--- config.mk ---
export PLATFORM = sky130hd
export DESIGN_NAME = write_back_unit
export DESIGN_NICKNAME = d
export VERILOG_FILES = /design/src/rtl/write_back_unit_pkg.sv /design/src/rtl/write_back_unit_mux.sv /design/src/rtl/write_back_unit.sv
export SDC_FILE = /design/constraint.sdc
export NUM_CORES = 1
export LEC_CHECK = 0
export CAP_MARGIN = 25
export CORE_ASPECT_RATIO = 1.4
export CORE_MARGIN = 4
export CORE_UTILIZATION = 41
export DETAILED_ROUTE_END_ITERATION = 12
export GPL_TIMING_DRIVEN = 0
export PLACE_DENSITY = 0.75
export SYNTH_ARGS = -nofsm -noshare
export SYNTH_HDL_FRONTEND = slang
export SYNTH_SLANG_ARGS = --single-unit
--- constraint.sdc ---
create_clock -name i_clk -period 2.6 [get_ports i_clk]
set_input_delay 0.65 -clock i_clk [delete_from_list [all_inputs] [get_ports i_clk]]
set_output_delay 0.65 -clock i_clk [all_outputs]
set_load 0.005 [all_outputs]
--- src/rtl/write_back_unit_pkg.sv ---
// rtl/write_back_unit_pkg.sv - shared types and constants for the write-back unit
package write_back_unit_pkg;

    typedef enum logic [1:0] {
        RUN    = 2'd0,
        REPORT = 2'd1,
        HALTED = 2'd2
    } wb_state_t;

    localparam logic [3:0] ECALL_CAUSE = 4'd3;

endpackage

--- src/rtl/write_back_unit_mux.sv ---
// rtl/write_back_unit_mux.sv - N-to-1 result multiplexer, out-of-range select gives zero
module mux_n_to_1 #(
    parameter int NUM_SRC    = 5,
    parameter int DATA_WIDTH = 64,
    localparam int SRC_W     = $clog2(NUM_SRC)
) (
    input  logic [NUM_SRC*DATA_WIDTH-1:0] data_i,
    input  logic [SRC_W-1:0]              sel_i,
    output logic [DATA_WIDTH-1:0]         data_o
);

    // Select one slice; a select with no matching slice leaves the zero default.
    always_comb begin
        data_o = '0;
        for (int k = 0; k < NUM_SRC; k++) begin
            if (sel_i == SRC_W'(k)) begin
                data_o = data_i[k*DATA_WIDTH +: DATA_WIDTH];
            end
        end
    end

endmodule

--- src/rtl/write_back_unit.sv ---
// rtl/write_back_unit.sv - WB stage register, result select, ECALL halt FSM and retire counter
module write_back_unit
    import write_back_unit_pkg::*;
#(
    parameter int DATA_WIDTH = 64,
    parameter int REG_ADDR_W = 5,
    parameter int NUM_SRC    = 5,
    parameter int CNT_WIDTH  = 64,
    localparam int SRC_W     = $clog2(NUM_SRC)
) (
    input  logic                          i_clk,
    input  logic                          i_rstn,
    input  logic                          i_valid,
    input  logic                          i_flush,
    input  logic [NUM_SRC*DATA_WIDTH-1:0] i_src_data,
    input  logic [SRC_W-1:0]              i_result_src,
    input  logic [REG_ADDR_W-1:0]         i_rd_addr,
    input  logic                          i_reg_we,
    input  logic                          i_ecall_instr,
    input  logic                          i_a0_reg_lsb,
    input  logic                          i_halt_ack,
    output logic [DATA_WIDTH-1:0]         o_result,
    output logic [REG_ADDR_W-1:0]         o_rd_addr,
    output logic                          o_reg_we,
    output logic                          o_valid,
    output logic                          o_halt_req,
    output logic                          o_halt_a0,
    output logic [3:0]                    o_halt_cause,
    output logic                          o_halted,
    output logic [CNT_WIDTH-1:0]          o_retire_cnt
);

    wb_state_t                     state_q, state_d;
    logic                          valid_q;
    logic [NUM_SRC*DATA_WIDTH-1:0] src_q;
    logic [SRC_W-1:0]              sel_q;
    logic [REG_ADDR_W-1:0]         rd_q;
    logic                          we_q;
    logic                          ecall_q;
    logic                          a0_q;
    logic                          halt_a0_q;
    logic [3:0]                    halt_cause_q;
    logic [CNT_WIDTH-1:0]          cnt_q;

    logic running;
    logic wb_valid;
    logic ecall_retire;
    logic capture;

    assign running      = (state_q == RUN);
    assign wb_valid     = valid_q & running;
    assign ecall_retire = wb_valid & ecall_q;
    // The instruction behind a retiring ECALL is squashed so nothing retires after it.
    assign capture      = i_valid & ~i_flush & running & ~ecall_retire;

    // Halt sequencing: report the ECALL, wait for the environment, then stop for good.
    always_comb begin
        state_d = state_q;
        case (state_q)
            RUN:     if (ecall_retire) state_d = REPORT;
            REPORT:  if (i_halt_ack)   state_d = HALTED;
            HALTED:  state_d = HALTED;
            default: state_d = RUN;
        endcase
    end

    // WB stage register, halt latches and retire counter. The counter advances on the
    // same edge that loads a valid instruction, so it already includes the instruction
    // shown on o_valid in that cycle.
    always_ff @(posedge i_clk) begin
        if (!i_rstn) begin
            state_q      <= RUN;
            valid_q      <= 1'b0;
            src_q        <= '0;
            sel_q        <= '0;
            rd_q         <= '0;
            we_q         <= 1'b0;
            ecall_q      <= 1'b0;
            a0_q         <= 1'b0;
            halt_a0_q    <= 1'b0;
            halt_cause_q <= 4'd0;
            cnt_q        <= '0;
        end else begin
            state_q <= state_d;
            valid_q <= capture;
            src_q   <= i_src_data;
            sel_q   <= i_result_src;
            rd_q    <= i_rd_addr;
            we_q    <= i_reg_we;
            ecall_q <= i_ecall_instr;
            a0_q    <= i_a0_reg_lsb;
            if (capture) begin
                cnt_q <= cnt_q + CNT_WIDTH'(1);
            end
            if (ecall_retire) begin
                halt_a0_q    <= a0_q;
                halt_cause_q <= ECALL_CAUSE;
            end
        end
    end

    mux_n_to_1 #(
        .NUM_SRC   (NUM_SRC),
        .DATA_WIDTH(DATA_WIDTH)
    ) u_result_mux (
        .data_i(src_q),
        .sel_i (sel_q),
        .data_o(o_result)
    );

    assign o_rd_addr    = rd_q;
    assign o_valid      = wb_valid;
    assign o_reg_we     = wb_valid & we_q & ~ecall_q & (rd_q != '0);
    assign o_halt_req   = (state_q == REPORT);
    assign o_halted     = (state_q == HALTED);
    assign o_halt_a0    = halt_a0_q;
    assign o_halt_cause = halt_cause_q;
    assign o_retire_cnt = cnt_q;

endmodule

### Sequential cells coloured by netlist name

(1 px per um) Other sequential cells in the stronger grey, the rest of the logic in the fainter grey.
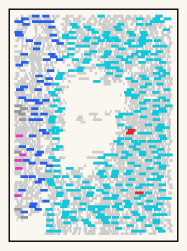
legend:
  magenta:
    name_in_the_netlist: o_rd_addr
    sequential_cells: 5
  red:
    name_in_the_netlist: sel_q
    sequential_cells: 3
  cyan:
    name_in_the_netlist: src_q
    sequential_cells: 320
    where: all over the die
  blue:
    name_in_the_netlist: o_retire_cnt
    sequential_cells: 64
    where: a vertical strip on the left
not coloured: 8

### I/O pins on the die edge

(2 px per um) Pins as bars across the die edge, other pins in grey.
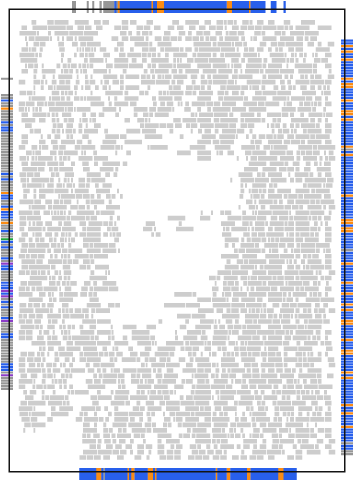
legend:
  orange:
    port: o_result
    pins: 64
    direction: output
    edge: 32 right, 18 bottom, 10 top, 4 left
  green:
    port: i_ecall_instr
    pins: 1
    direction: input
    edge: left
  purple:
    port: i_rd_addr
    pins: 5
    direction: input
    edge: left
  blue:
    port: i_src_data
    pins: 320
    direction: input
    edge: 116 right, 99 bottom, 75 top, 30 left

==> impl_metrics.ini <==
; yosys + openroad results
[yosys]
ys_types = 45
synth-seq-area-share_pct = 55.2
yosys-stat-area_sq_mm = 0.0145
yosysCellCount = 1451
syn_avg_cell_area_sq_um = 10.0
synthCells = 1451

[pwr]
ir_drop_uv = 535
p_leak_uw = 0.00876
switching_share_pct = 22.7
combPwrFrac_pct = 12.6

[worst_setup_path]
r2r-start = o_retire_cnt[10]
reg2reg_slack_ps = 10
crit_type = flop to output pin
rr_worst_depth = 8
end_kind = output pin

[final_timing]
drv_slew = 0
tightestPinTransition_ps = 909
max_freq_ghz = 0.354
setup-violations-final = 61
layout_setup_ws_ps = -229
finalHoldViolations = 0

[outcome]
violations = setup timing
status = finished, violations left

[floorplanning]
fp.dieH_um = 231
row_count = 81

[drt]
wl_per_cell_um = 21.9
ant_nets = 0
wirelength_um = 55700

[cells_and_area]
drive_above_1_share_pct = 17.2
lay_top_cells = 410 x clkdlybuf4s50_1, 389 x dfxtp_1, 336 x and2_1, 82 x nor2_1, 62 x a21oi_1
num-nets-final = 2380

[cts]
clkSinkCount = 400
cts_buffer_depth = 3
cts_tree = built
cts_buffers = 40

[global_routing]
grt_pass1_wl_um = 80400

[placement]
hpwl_um = 40000

[job]
warnings = 31
### Routing congestion

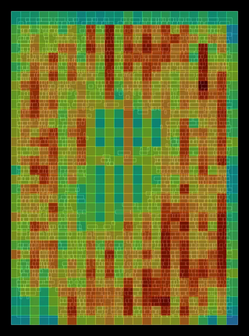
met3 GRT Util: 6.87%
Total GRT Usage: 27.2%
fin util: 64.3%
GR peak layer: met2

### Layout detail

Window x 71 to 96, y 57 to 82 um. Cells in grey, sequential cells in the stronger grey; small squares are vias.
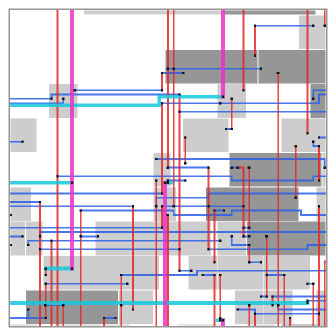
legend:
  blue:
    layer: M1
  magenta:
    layer: M4
  red:
    layer: M2
  cyan:
    layer: M3
cells with their middle in the window: 24
most frequent: and2_1 (6), dfxtp_1 (6), clkbuf_1 (4)
sequential cells in the window: 6
netlist names of flops here include: src_q (6)

[stage by stage]
stage | setup slack (ps) | TNS (ps) | total power [uW] | instance area, sq um | instances
6_report | -229 | -7690 | 14300 | 22500 | 2539
5_1_grt | -307 | -12770 | 14700 | 22500 | 2538
4_1_cts | -255 | -8140 | 14300 | 22200 | 2512
3_5_place_dp | -1440 | -159000 | 8250 | 19800 | 2385
3_3_place_gp | -1420 | -152830 | 8220 | 19800 | 2383
2_1_floorplan | 11.0 | 0 | 7230 | 14500 | 1452
[power by group through the flow]
stage          clock network, uW  registers [uW]  logic (uW)
4_1_cts                     6070            6510        1760
3_3_place_gp                   0            6630        1600
2_1_floorplan                  0            6610         622
6_report                    5990            6520        1800
5_1_grt                     6300            6530        1910
3_5_place_dp                   0            6640        1610
[synth_stat cells (2+ instances only)]
cell type	count	area share, %
o31ai_1	4	0.21
buf_1	8	0.21
nand4_1	22	0.95
xor2_1	14	0.85
ha_1	5	0.43
nor3_1	10	0.35
nand2b_1	3	0.13
clkbuf_1	84	2.2
inv_1	31	0.80
dfxtp_1	400	55
and4_1	7	0.42
a21oi_1	75	2.6
or4_1	7	0.36
a22oi_1	42	2.2
and2_1	336	14
nor2_1	83	2.1
o21ai_0	49	1.7
o22ai_1	42	1.8
nor4_1	13	0.56
and3_1	7	0.30
nand2_1	51	1.3
mux4_2	22	3.4
nand3_1	25	0.86
mux2i_1	46	3.2
nor2b_1	2	0.086
xnor2_1	16	0.97
buf_4	3	0.16
or3_1	27	1.2
[registers in the layout (all words and copies together), names as in the netlist]
name and flops:
src_q 320, we_q 1, state_q 2, ecall_q 1
sel_q 3, o_rd_addr 5, valid_q 1, a0_q 1
o_halt_a0 1, o_retire_cnt 64, o_halt_cause 1
[layer usage]
metal	vias to the layer above	GRT usage (%)	part of all wire (%)
li1	6114	-	-
met1	6180	29.0	35
met2	553	50.6	53
met3	134	6.87	7.8
met4	0	11.3	4.8
met5	-	0	0
[kinds of logic after synthesis]
group	Yosys count	share of synthesized area (%)
AND/OR/NAND/NOR	602	23.7
flip-flops	400	55.2
AND-OR/OR-AND	217	8.76
buffers and inverters	128	3.45
multiplexers	68	6.59
XOR/XNOR	30	1.81
adder cells (fa/ha/maj)	5	0.431
other	1	0.0259
[timing repair]
action	4_1_cts	5_1_grt
setup endpoints to repair	111	84
pin swaps	8	31
resized	432	111
setup buffers	48	19
cloned	7	2
[final cells by class]
type,instances,area [sq um]
Fill cell,2754,12500
Sequential cell,400,8030
Multi-Input combinational cell,924,6300
Timing Repair Buffer,547,5270
Clock buffer,54,1130
Buffer,95,788
Tap cell,456,571
Clock inverter,19,234
Inverter,31,116
Antenna cell,13,32.5
[worst max-delay path by stage]
stage	end	slack (ps)
after floorplan	o_result[57]	10
after global placement	o_result[45]	-1420
after detailed placement	o_result[45]	-1440
after CTS	o_result[34]	-250
after global routing	o_result[36]	-310
final	o_result[39]	-230
[critical path: stages (launching register included)]
cell       delay (ps)
dfxtp_4           380
buf_12            140
clkbuf_16         160
buf_12            130
buf_12            130
buf_6             110
mux2i_1           110
nor2_1            130
a21oi_2            50
o22ai_1           150
buf_2             150
Power figures rest on the tool's default switching activity, not on a simulated workload.
